===== config.mk =====
export PLATFORM = sky130hd
export DESIGN_NAME = des_core_arbiter_flat
export DESIGN_NICKNAME = d
export VERILOG_FILES = /design/src/rtl/des_arb_pkg.sv /design/src/rtl/des_core_arbiter_if.sv /design/src/rtl/des_core_arbiter_rr.sv /design/src/rtl/des_core_arbiter.sv /design/src/flat_wrapper.sv
export SDC_FILE = /design/constraint.sdc
export NUM_CORES = 1
export LEC_CHECK = 0
export CAP_MARGIN = 20
export CELL_PAD_IN_SITES_DETAIL_PLACEMENT = 0
export CELL_PAD_IN_SITES_GLOBAL_PLACEMENT = 1
export CORE_AREA = 2 2 231 233
export DETAILED_ROUTE_END_ITERATION = 16
export DIE_AREA = 0 0 233 235
export PLACE_DENSITY = 0.69
export SETUP_SLACK_MARGIN = 0.3
export SLEW_MARGIN = 10
export SYNTH_ARGS = -nofsm -noshare
export SYNTH_HDL_FRONTEND = slang
export SYNTH_HIERARCHICAL = 1
export SYNTH_SLANG_ARGS = --single-unit

===== constraint.sdc =====
create_clock -name clk -period 8.9 [get_ports clk]
set_clock_uncertainty 0.05 [all_clocks]
set_input_delay 1.78 -clock clk [delete_from_list [all_inputs] [get_ports clk]]
set_output_delay 1.78 -clock clk [all_outputs]
set_load 0.01 [all_outputs]

===== src/rtl/des_arb_pkg.sv =====
// des_arb_pkg: shared definitions for the DES core arbiter slice.
//   state_t  - arbiter FSM states (IDLE, ISSUE, WAIT, RESP)
//   DES_W    - width of a DES block / key
//   DIR_ENC  - direction bit value selecting the encrypt core
//   DIR_DEC  - direction bit value selecting the decrypt core
package des_arb_pkg;

  localparam int DES_W = 64;

  localparam logic DIR_ENC = 1'b0;
  localparam logic DIR_DEC = 1'b1;

  typedef enum logic [1:0] {
    IDLE,
    ISSUE,
    WAIT,
    RESP
  } state_t;

endpackage


===== src/rtl/des_core_arbiter_if.sv =====
// des_core_arbiter_if: requester-side and core-side buses of the arbiter.
//   Requester side: req_valid/req_ready/req_dir/req_data/req_key,
//                   rsp_valid/rsp_ready/rsp_data/rsp_err
//   Core side:      core_data/core_key, enc_data_vld/dec_data_vld,
//                   enc_result/enc_result_vld, dec_result/dec_result_vld
//   modport slave  - the arbiter's view
//   modport master - the environment's view (front ends plus DES cores)
interface des_core_arbiter_if #(
  parameter int NREQ = 2
);
  import des_arb_pkg::*;

  logic [NREQ-1:0]       req_valid;
  logic [NREQ-1:0]       req_ready;
  logic [NREQ-1:0]       req_dir;
  logic [NREQ*DES_W-1:0] req_data;
  logic [NREQ*DES_W-1:0] req_key;
  logic [NREQ-1:0]       rsp_valid;
  logic [NREQ-1:0]       rsp_ready;
  logic [DES_W-1:0]      rsp_data;
  logic                  rsp_err;
  logic [DES_W-1:0]      core_data;
  logic [DES_W-1:0]      core_key;
  logic                  enc_data_vld;
  logic                  dec_data_vld;
  logic [DES_W-1:0]      enc_result;
  logic                  enc_result_vld;
  logic [DES_W-1:0]      dec_result;
  logic                  dec_result_vld;

  modport slave (
    input  req_valid, req_dir, req_data, req_key, rsp_ready,
    input  enc_result, enc_result_vld, dec_result, dec_result_vld,
    output req_ready, rsp_valid, rsp_data, rsp_err,
    output core_data, core_key, enc_data_vld, dec_data_vld
  );

  modport master (
    output req_valid, req_dir, req_data, req_key, rsp_ready,
    output enc_result, enc_result_vld, dec_result, dec_result_vld,
    input  req_ready, rsp_valid, rsp_data, rsp_err,
    input  core_data, core_key, enc_data_vld, dec_data_vld
  );

endinterface


===== src/rtl/des_core_arbiter_rr.sv =====
// rr_arbiter: combinational round-robin pick among N requesters.
//   req       - request vector
//   ptr       - index where the search starts (highest priority)
//   grant     - one-hot winner
//   grant_idx - binary index of the winner
//   any       - at least one request is present
module rr_arbiter #(
  parameter int N = 2,
  localparam int IW = (N > 1) ? $clog2(N) : 1
) (
  input  logic [N-1:0]  req,
  input  logic [IW-1:0] ptr,
  output logic [N-1:0]  grant,
  output logic [IW-1:0] grant_idx,
  output logic          any
);

  logic [IW-1:0] idx;

  // Walk the offsets from farthest to nearest so that the last hit written
  // is the requester closest to ptr in circular order.
  always_comb begin
    grant     = '0;
    grant_idx = '0;
    any       = 1'b0;
    idx       = '0;
    for (int k = N - 1; k >= 0; k--) begin
      idx = IW'((int'(ptr) + k) % N);
      if (req[idx]) begin
        grant      = '0;
        grant[idx] = 1'b1;
        grant_idx  = idx;
        any        = 1'b1;
      end
    end
  end

endmodule


===== src/rtl/des_core_arbiter.sv =====
// des_core_arbiter: shares one DES encrypt core and one DES decrypt core
// between NREQ requesters, one operation in flight at a time.
//   clk, rst - clock, asynchronous active-high reset
//   bus      - des_core_arbiter_if.slave carrying the requester handshake
//              (req_*/rsp_*) and the core launch/result signals
// Parameters: NREQ (2..8) requesters, TIMEOUT cycles allowed in WAIT.
module des_core_arbiter #(
  parameter int NREQ    = 2,
  parameter int TIMEOUT = 64
) (
  input  logic              clk,
  input  logic              rst,
  des_core_arbiter_if.slave bus
);
  import des_arb_pkg::*;

  localparam int IW = (NREQ > 1) ? $clog2(NREQ) : 1;
  localparam int CW = $clog2(TIMEOUT) + 1;
  localparam logic [CW-1:0] LAST = CW'(TIMEOUT - 1);

  state_t           state, state_d;
  logic [IW-1:0]    rr_ptr, rr_ptr_d;
  logic [IW-1:0]    owner, owner_d;
  logic [CW-1:0]    cnt, cnt_d, cnt_inc;
  logic [DES_W-1:0] data_q, data_d;
  logic [DES_W-1:0] key_q, key_d;
  logic             dir_q, dir_d;
  logic [DES_W-1:0] rsp_data_q, rsp_data_d;
  logic             rsp_err_q, rsp_err_d;

  logic [NREQ-1:0]  grant;
  logic [IW-1:0]    grant_idx;
  logic             any;
  logic             sel_vld;
  logic [DES_W-1:0] sel_res;

  rr_arbiter #(.N(NREQ)) u_rr (
    .req       (bus.req_valid),
    .ptr       (rr_ptr),
    .grant     (grant),
    .grant_idx (grant_idx),
    .any       (any)
  );

  // Only the core chosen by the captured direction is listened to, so a
  // result pulse from the other core can never complete the operation.
  assign sel_vld = (dir_q == DIR_DEC) ? bus.dec_result_vld : bus.enc_result_vld;
  assign sel_res = (dir_q == DIR_DEC) ? bus.dec_result     : bus.enc_result;
  assign cnt_inc = cnt + CW'(1);

  assign bus.req_ready    = (state == IDLE) ? grant : '0;
  assign bus.rsp_valid    = (state == RESP) ? (NREQ'(1) << owner) : '0;
  assign bus.rsp_data     = rsp_data_q;
  assign bus.rsp_err      = rsp_err_q;
  assign bus.core_data    = data_q;
  assign bus.core_key     = key_q;
  assign bus.enc_data_vld = (state == ISSUE) && (dir_q == DIR_ENC);
  assign bus.dec_data_vld = (state == ISSUE) && (dir_q == DIR_DEC);

  // State and datapath registers; reset drops any operation in flight.
  always_ff @(posedge clk or posedge rst) begin
    if (rst) begin
      state      <= IDLE;
      rr_ptr     <= '0;
      owner      <= '0;
      cnt        <= '0;
      data_q     <= '0;
      key_q      <= '0;
      dir_q      <= DIR_ENC;
      rsp_data_q <= '0;
      rsp_err_q  <= 1'b0;
    end else begin
      state      <= state_d;
      rr_ptr     <= rr_ptr_d;
      owner      <= owner_d;
      cnt        <= cnt_d;
      data_q     <= data_d;
      key_q      <= key_d;
      dir_q      <= dir_d;
      rsp_data_q <= rsp_data_d;
      rsp_err_q  <= rsp_err_d;
    end
  end

  // Next-state logic. The timeout fires on the WAIT cycle whose increment
  // brings the counter to TIMEOUT-1; a result seen on that same cycle is
  // tested first and therefore wins.
  always_comb begin
    state_d    = state;
    rr_ptr_d   = rr_ptr;
    owner_d    = owner;
    cnt_d      = cnt;
    data_d     = data_q;
    key_d      = key_q;
    dir_d      = dir_q;
    rsp_data_d = rsp_data_q;
    rsp_err_d  = rsp_err_q;
    case (state)
      IDLE: begin
        if (any) begin
          for (int i = 0; i < NREQ; i++) begin
            if (grant_idx == IW'(i)) begin
              data_d = bus.req_data[i*DES_W +: DES_W];
              key_d  = bus.req_key[i*DES_W +: DES_W];
            end
          end
          dir_d    = bus.req_dir[grant_idx];
          owner_d  = grant_idx;
          rr_ptr_d = IW'((int'(grant_idx) + 1) % NREQ);
          state_d  = ISSUE;
        end
      end
      ISSUE: begin
        cnt_d   = '0;
        state_d = WAIT;
      end
      WAIT: begin
        cnt_d = cnt_inc;
        if (sel_vld) begin
          rsp_data_d = sel_res;
          rsp_err_d  = 1'b0;
          state_d    = RESP;
        end else if (cnt_inc == LAST) begin
          rsp_data_d = '0;
          rsp_err_d  = 1'b1;
          state_d    = RESP;
        end
      end
      RESP: begin
        if (bus.rsp_ready[owner]) begin
          state_d = IDLE;
        end
      end
      default: state_d = IDLE;
    endcase
  end

endmodule


===== src/flat_wrapper.sv =====
// flat-port wrapper written by rule: the top's interface ports become plain ports
module des_core_arbiter_flat import des_arb_pkg::*;
#(
  parameter int NREQ    = 2,
  parameter int TIMEOUT = 64
)
  (clk, rst, bus_req_valid, bus_req_dir, bus_req_data, bus_req_key, bus_rsp_ready, bus_enc_result, bus_enc_result_vld, bus_dec_result, bus_dec_result_vld, bus_req_ready, bus_rsp_valid, bus_rsp_data, bus_rsp_err, bus_core_data, bus_core_key, bus_enc_data_vld, bus_dec_data_vld);
  des_core_arbiter_if #(.NREQ(NREQ)) bus_i ();
  input  logic clk;
  input  logic rst;
  input wire logic [$bits(bus_i.req_valid)-1:0] bus_req_valid;
  input wire logic [$bits(bus_i.req_dir)-1:0] bus_req_dir;
  input wire logic [$bits(bus_i.req_data)-1:0] bus_req_data;
  input wire logic [$bits(bus_i.req_key)-1:0] bus_req_key;
  input wire logic [$bits(bus_i.rsp_ready)-1:0] bus_rsp_ready;
  input wire logic [$bits(bus_i.enc_result)-1:0] bus_enc_result;
  input wire logic [$bits(bus_i.enc_result_vld)-1:0] bus_enc_result_vld;
  input wire logic [$bits(bus_i.dec_result)-1:0] bus_dec_result;
  input wire logic [$bits(bus_i.dec_result_vld)-1:0] bus_dec_result_vld;
  output wire logic [$bits(bus_i.req_ready)-1:0] bus_req_ready;
  output wire logic [$bits(bus_i.rsp_valid)-1:0] bus_rsp_valid;
  output wire logic [$bits(bus_i.rsp_data)-1:0] bus_rsp_data;
  output wire logic [$bits(bus_i.rsp_err)-1:0] bus_rsp_err;
  output wire logic [$bits(bus_i.core_data)-1:0] bus_core_data;
  output wire logic [$bits(bus_i.core_key)-1:0] bus_core_key;
  output wire logic [$bits(bus_i.enc_data_vld)-1:0] bus_enc_data_vld;
  output wire logic [$bits(bus_i.dec_data_vld)-1:0] bus_dec_data_vld;
  assign bus_i.req_valid = bus_req_valid;
  assign bus_i.req_dir = bus_req_dir;
  assign bus_i.req_data = bus_req_data;
  assign bus_i.req_key = bus_req_key;
  assign bus_i.rsp_ready = bus_rsp_ready;
  assign bus_i.enc_result = bus_enc_result;
  assign bus_i.enc_result_vld = bus_enc_result_vld;
  assign bus_i.dec_result = bus_dec_result;
  assign bus_i.dec_result_vld = bus_dec_result_vld;
  assign bus_req_ready = bus_i.req_ready;
  assign bus_rsp_valid = bus_i.rsp_valid;
  assign bus_rsp_data = bus_i.rsp_data;
  assign bus_rsp_err = bus_i.rsp_err;
  assign bus_core_data = bus_i.core_data;
  assign bus_core_key = bus_i.core_key;
  assign bus_enc_data_vld = bus_i.enc_data_vld;
  assign bus_dec_data_vld = bus_i.dec_data_vld;
  des_core_arbiter #(.NREQ(NREQ), .TIMEOUT(TIMEOUT)) u_core (.clk(clk), .rst(rst), .bus(bus_i));
endmodule

==> run_1/pins.png <==
Pins as bars across the die edge, other pins in gray.
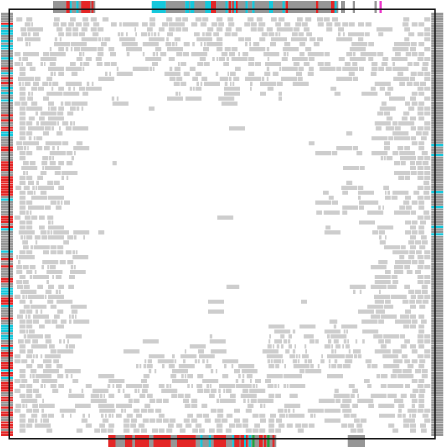
- cyan: bus_core_key (pins 64; direction output; edge 28 left, 25 top, 6 right, 5 bottom)
- magenta: clk (pins 1; direction input; edge top)
- green: bus_req_dir (pins 2; direction input; edge bottom)
- red: bus_req_data (pins 128; direction input; edge 56 left, 54 bottom, 18 top)
- all pins by edge: 171 left, 171 right, 141 top, 110 bottom

==> run_1/met4.png <==
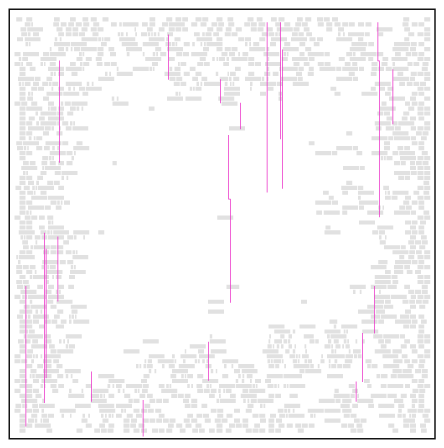
- longest straight run: 93.2 um
- main direction: vertical
- share of all routed wire: 2.5%
- wire length on this layer: 967 um
- nets with wire on the layer: 10

==> results_dict.tcl, run 1 <==
# collected from the flow reports
set metrics [dict create \
    status "complete, no violations" \
    vias_per_cell 4.032 \
    routed.top_layer "met5" \
    nMultiInputCombCells 593 \
    synth.cellmix.adderShare_pct 0.8950 \
    grt.overflow.total 0 \
    grt.total_usage_pct 13.38 \
    final-clk-cell-share_pct 4.953 \
    end_kind "output pin" \
    yosysCellCount 874 \
    count_of_library_flops_with_an_enable_pin 0 \
    seq_cells 205 \
    sequential_cell_area_um2 5134 \
    first_global_vias 9114 \
    routed-wl-met3_um 3785 \
    clock_net_power_mw 1.05 \
    chip_area_um2 54760 \
    pwr-share-seq_pct 31.7 \
    timing.critical_path.from_type "input pin" \
    p_per_area_nw_per_um2 300.7 \
    post_dp_cell_area_um2 16350 \
    htree_levels 1 \
    hold_class "register to register" \
    postSynthNetCount 1275 \
    achievable-frequency_mhz 181.8 \
    layout-area-overhead-vs-synth_pct 75.80 \
    slew_headroom_pct 34.97 \
    synth.distinct_cells 41 \
]
==> run_1/final_congestion.png <==
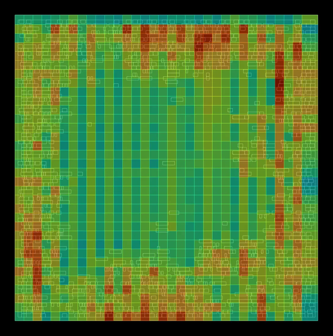
final routed wire length divided by cell count: 17.97 um
met3 Resource Use GR: 4.320%

[run 1: worst max-delay path: cells and delay by family]
family,cells,cell delay [ns]
buf+inv,3,1.51
compound gates,1,0.17
simple gates,1,0.21
[run 1: worst max-delay path by stage]
stage | to | slack (ns) | cells after the start
floorplan | u_core/bus.core_data[0] | 1.47 | 1
global placement | bus_req_ready[1] | 3.41 | 5
detailed placement | bus_req_ready[1] | 3.38 | 5
CTS | bus_req_ready[1] | 3.37 | 5
global route | bus_req_ready[1] | 3.30 | 5
finish | bus_req_ready[1] | 3.40 | 5
[run 1: registers in the layout (all words and copies together), names as in the netlist]
register and count:
u_core/bus.core_data 64, u_core/bus.core_key 64, u_core/bus.rsp_data 64, u_core/cnt 7, u_core/state 2, u_core/bus.rsp_err 1
u_core/dir_q 1, u_core/owner 1, u_core/rr_ptr 1
==> run 2, diff against run 1 <==
clock period = 5.73 ns   (was 8.9 ns; I/O delays follow)
==> run 2 against run 1 <==
Compared with the run above:
- routed wire length decreased by 1.6%
- hold slack about the same
- flip-flop count unchanged
- clock power increased by 67%
- synthesized cell count unchanged
- highest routed layer unchanged
- synthesized area unchanged
==> results_dict.tcl, run 2 <==
# collected from the flow reports
set metrics [dict create \
    hold_class "register to register" \
    postSynthNetCount 1275 \
    grt.overflow.total 0 \
    synth.distinct_cells 41 \
    clock_net_power_mw 1.75 \
    vias_per_cell 4.036 \
    placeable_core_region_um2 52240 \
    status "complete, no violations" \
    layout-area-overhead-vs-synth_pct 76.92 \
    count_of_library_flops_with_an_enable_pin 0 \
    first_global_vias 9052 \
    final-clk-cell-share_pct 5.406 \
    routed-wl-met3_um 3909 \
    chip_area_um2 54760 \
    routed.top_layer "met5" \
    htree_levels 1 \
    pwr-share-seq_pct 31.2 \
    yosysCellCount 874 \
    post_dp_cell_area_um2 16380 \
    worstPathBufferInverterCount 2 \
    slew_headroom_pct 26.83 \
    achievable-frequency_mhz 266.9 \
    timing.critical_path.from_type "input pin" \
    path_delay_family "buffers and inverters" \
    end_kind "output pin" \
    synth.cellmix.adderShare_pct 0.8950 \
    seq_cells 205 \
    internal_power_mw 5.262 \
]
-- run 2: netlist changes by cell type in the layout (fill, tap and decap cells not counted), sizes merged --
cell	change
clkinvlp	+1
clkbuf	+2
clkinv	-3
bufinv	+1
buf	-1
inv	+1
-- run 2: final timing paths --
path	startpoint	to	slack [ns]	cells after the start
setup reg to reg	u_core/state[0]	u_core/bus.rsp_data[2]	3.21	7
max in group asynchronous	rst	u_core/dir_q	3.88	3
hold reg to reg	u_core/bus.core_data[3]	u_core/bus.core_data[3]	0.43	2
hold / removal	u_core/bus.core_data[3]	u_core/bus.core_data[3]	0.43	2
min in group asynchronous	rst	u_core/bus.core_key[62]	0.81	2
setup / recovery	bus_req_valid[1]	bus_req_ready[1]	1.98	4
==> run_2/final_congestion.png <==
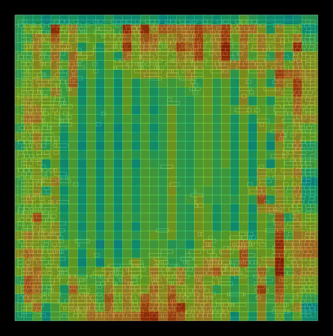
final routed wire length divided by cell count: 17.69 um
layer carrying the most global-route usage: met2
met3 Resource Use GR: 4.296%
global-route usage over all layers: 13.11%
met1 usage in global routing: 14.04%

==> run 3, diff against run 2 <==
CORE_AREA = 2 2 233 235   (was 2 2 231 233)
DIE_AREA = 0 0 235 237   (was 0 0 233 235)
PLACE_DENSITY = 0.7   (was 0.69)
clock period = 3.4 ns   (was 5.73 ns; I/O delays follow)
==> run 3 against run 2 <==
Compared with the run above:
- sequential share of layout area unchanged
- setup slack worse by 1.5 ns
- combinational power is about 70% higher
- die area increased by 1.7%
- count of clock-buffer cells in the layout up 4
- register-to-register slack got worse by 2.1 ns
- flip-flop count unchanged
- synthesized area unchanged
- critical path type is now register to output pin
==> results_dict.tcl, run 3 <==
# collected from the flow reports
set metrics [dict create \
    final-clk-cell-share_pct 4.423 \
    vias_per_cell 4.033 \
    crit_cells 4 \
    first_global_vias 9361 \
    final_tns_setup_ns 0 \
    path_delay_family "buffers and inverters" \
    synth.cellmix.adderShare_pct 0.8950 \
    status "complete, no violations" \
    worst-r2r-setup-slack_ns 1.11 \
    internal_power_mw 8.621 \
    yosysCellCount 874 \
    hold_class "register to register" \
    groute.layer.met1.usage_pct 14.09 \
    cts.path.max_buffers 3 \
    grt.overflow.total 0 \
    r2r-start "u_core/cnt[1]" \
    pwr-share-seq_pct 32.2 \
    seq_cells 205 \
    r2r.worst_path.cells 7 \
    count_of_library_flops_with_an_enable_pin 0 \
    min_path_cells 2 \
    timing.critical_path.to "bus_req_ready[1]" \
    timing.critical_path.from_type "register" \
    routedWlPerCell_um 17.48 \
    global_route.peak_usage_layer "met2" \
    placeable_core_region_um2 53280 \
    routed-wl-met3_um 4089 \
    use_met3_pct 5.328 \
    worst_r2r_endpoint "u_core/bus.rsp_data[1]" \
    post_synthesis_simple_gate_area_fraction_pct 7.531 \
    synth.distinct_cells 41 \
    grt.total_usage_pct 13.07 \
    routed.top_layer "met5" \
    chip_area_um2 55700 \
    achievable-frequency_mhz 348.7 \
    worstPathBufferInverterCount 2 \
    timing.critical_path.from "u_core/state[1]" \
    htree_levels 1 \
    cp_max_fo 5 \
]
==> run 3: worst min path at each step <==
stage                              from                        to
6_report       u_core/bus.core_data[50]  u_core/bus.core_data[50]
5_1_grt         u_core/bus.rsp_data[25]   u_core/bus.rsp_data[25]
4_1_cts        u_core/bus.core_data[35]  u_core/bus.core_data[35]
3_5_place_dp   u_core/bus.core_data[35]  u_core/bus.core_data[35]
3_3_place_gp   u_core/bus.core_data[18]  u_core/bus.core_data[18]
2_1_floorplan             u_core/rr_ptr             u_core/rr_ptr
==> run 3: power by group through the flow <==
stage	registers, mW	logic (mW)	clock network, mW
after floorplan	4.72	2.57	0
after global placement	4.31	6.64	0
after detailed placement	4.34	6.70	0
after CTS	4.33	6.70	2.67
after global routing	4.48	7.14	2.76
final	4.31	6.55	2.55
==> run_3/clock_map.png <==
The bar under the picture is 50 um long.
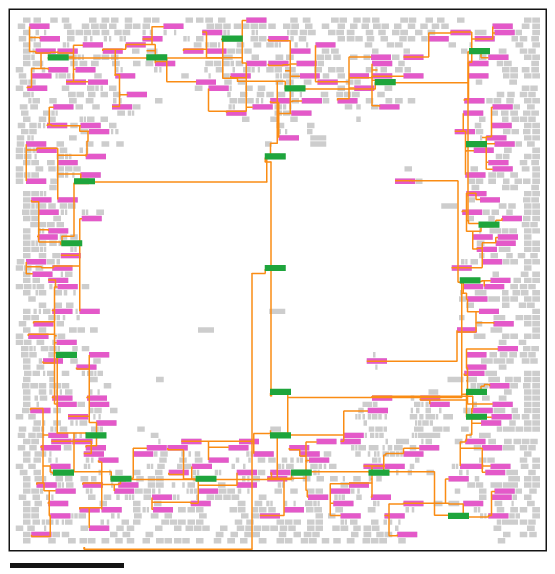
- orange: clock wires (length 3580 um)
- magenta: flip-flops (count 205)
- green: cells driving clock nets (count 25)
- routed clock nets: 26
- flops lie: widely spread


## Gallery

Where the registers sit.
Other sequential cells in the stronger gray, the rest of the logic in the fainter gray.
panel A
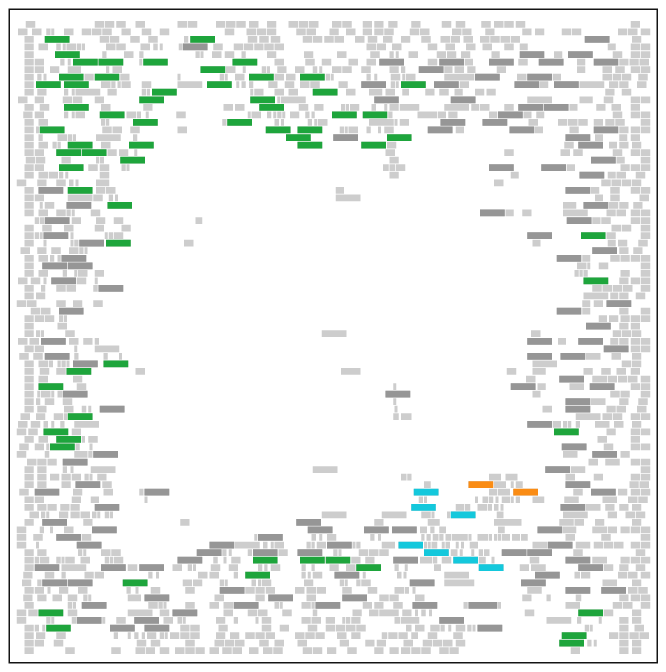
panel B
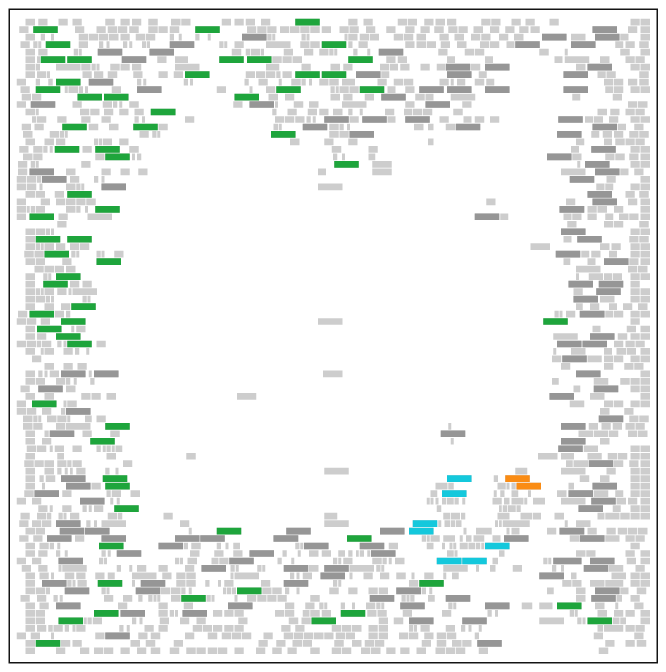
run 3: panel B
run 2: panel A

Key to panel B:
- green: u_core/bus.core_key (flops 64)
- cyan: u_core/cnt (flops 7)
- orange: u_core/state (flops 2)
- not colored: 132

Power and IR drop assume default switching activity.
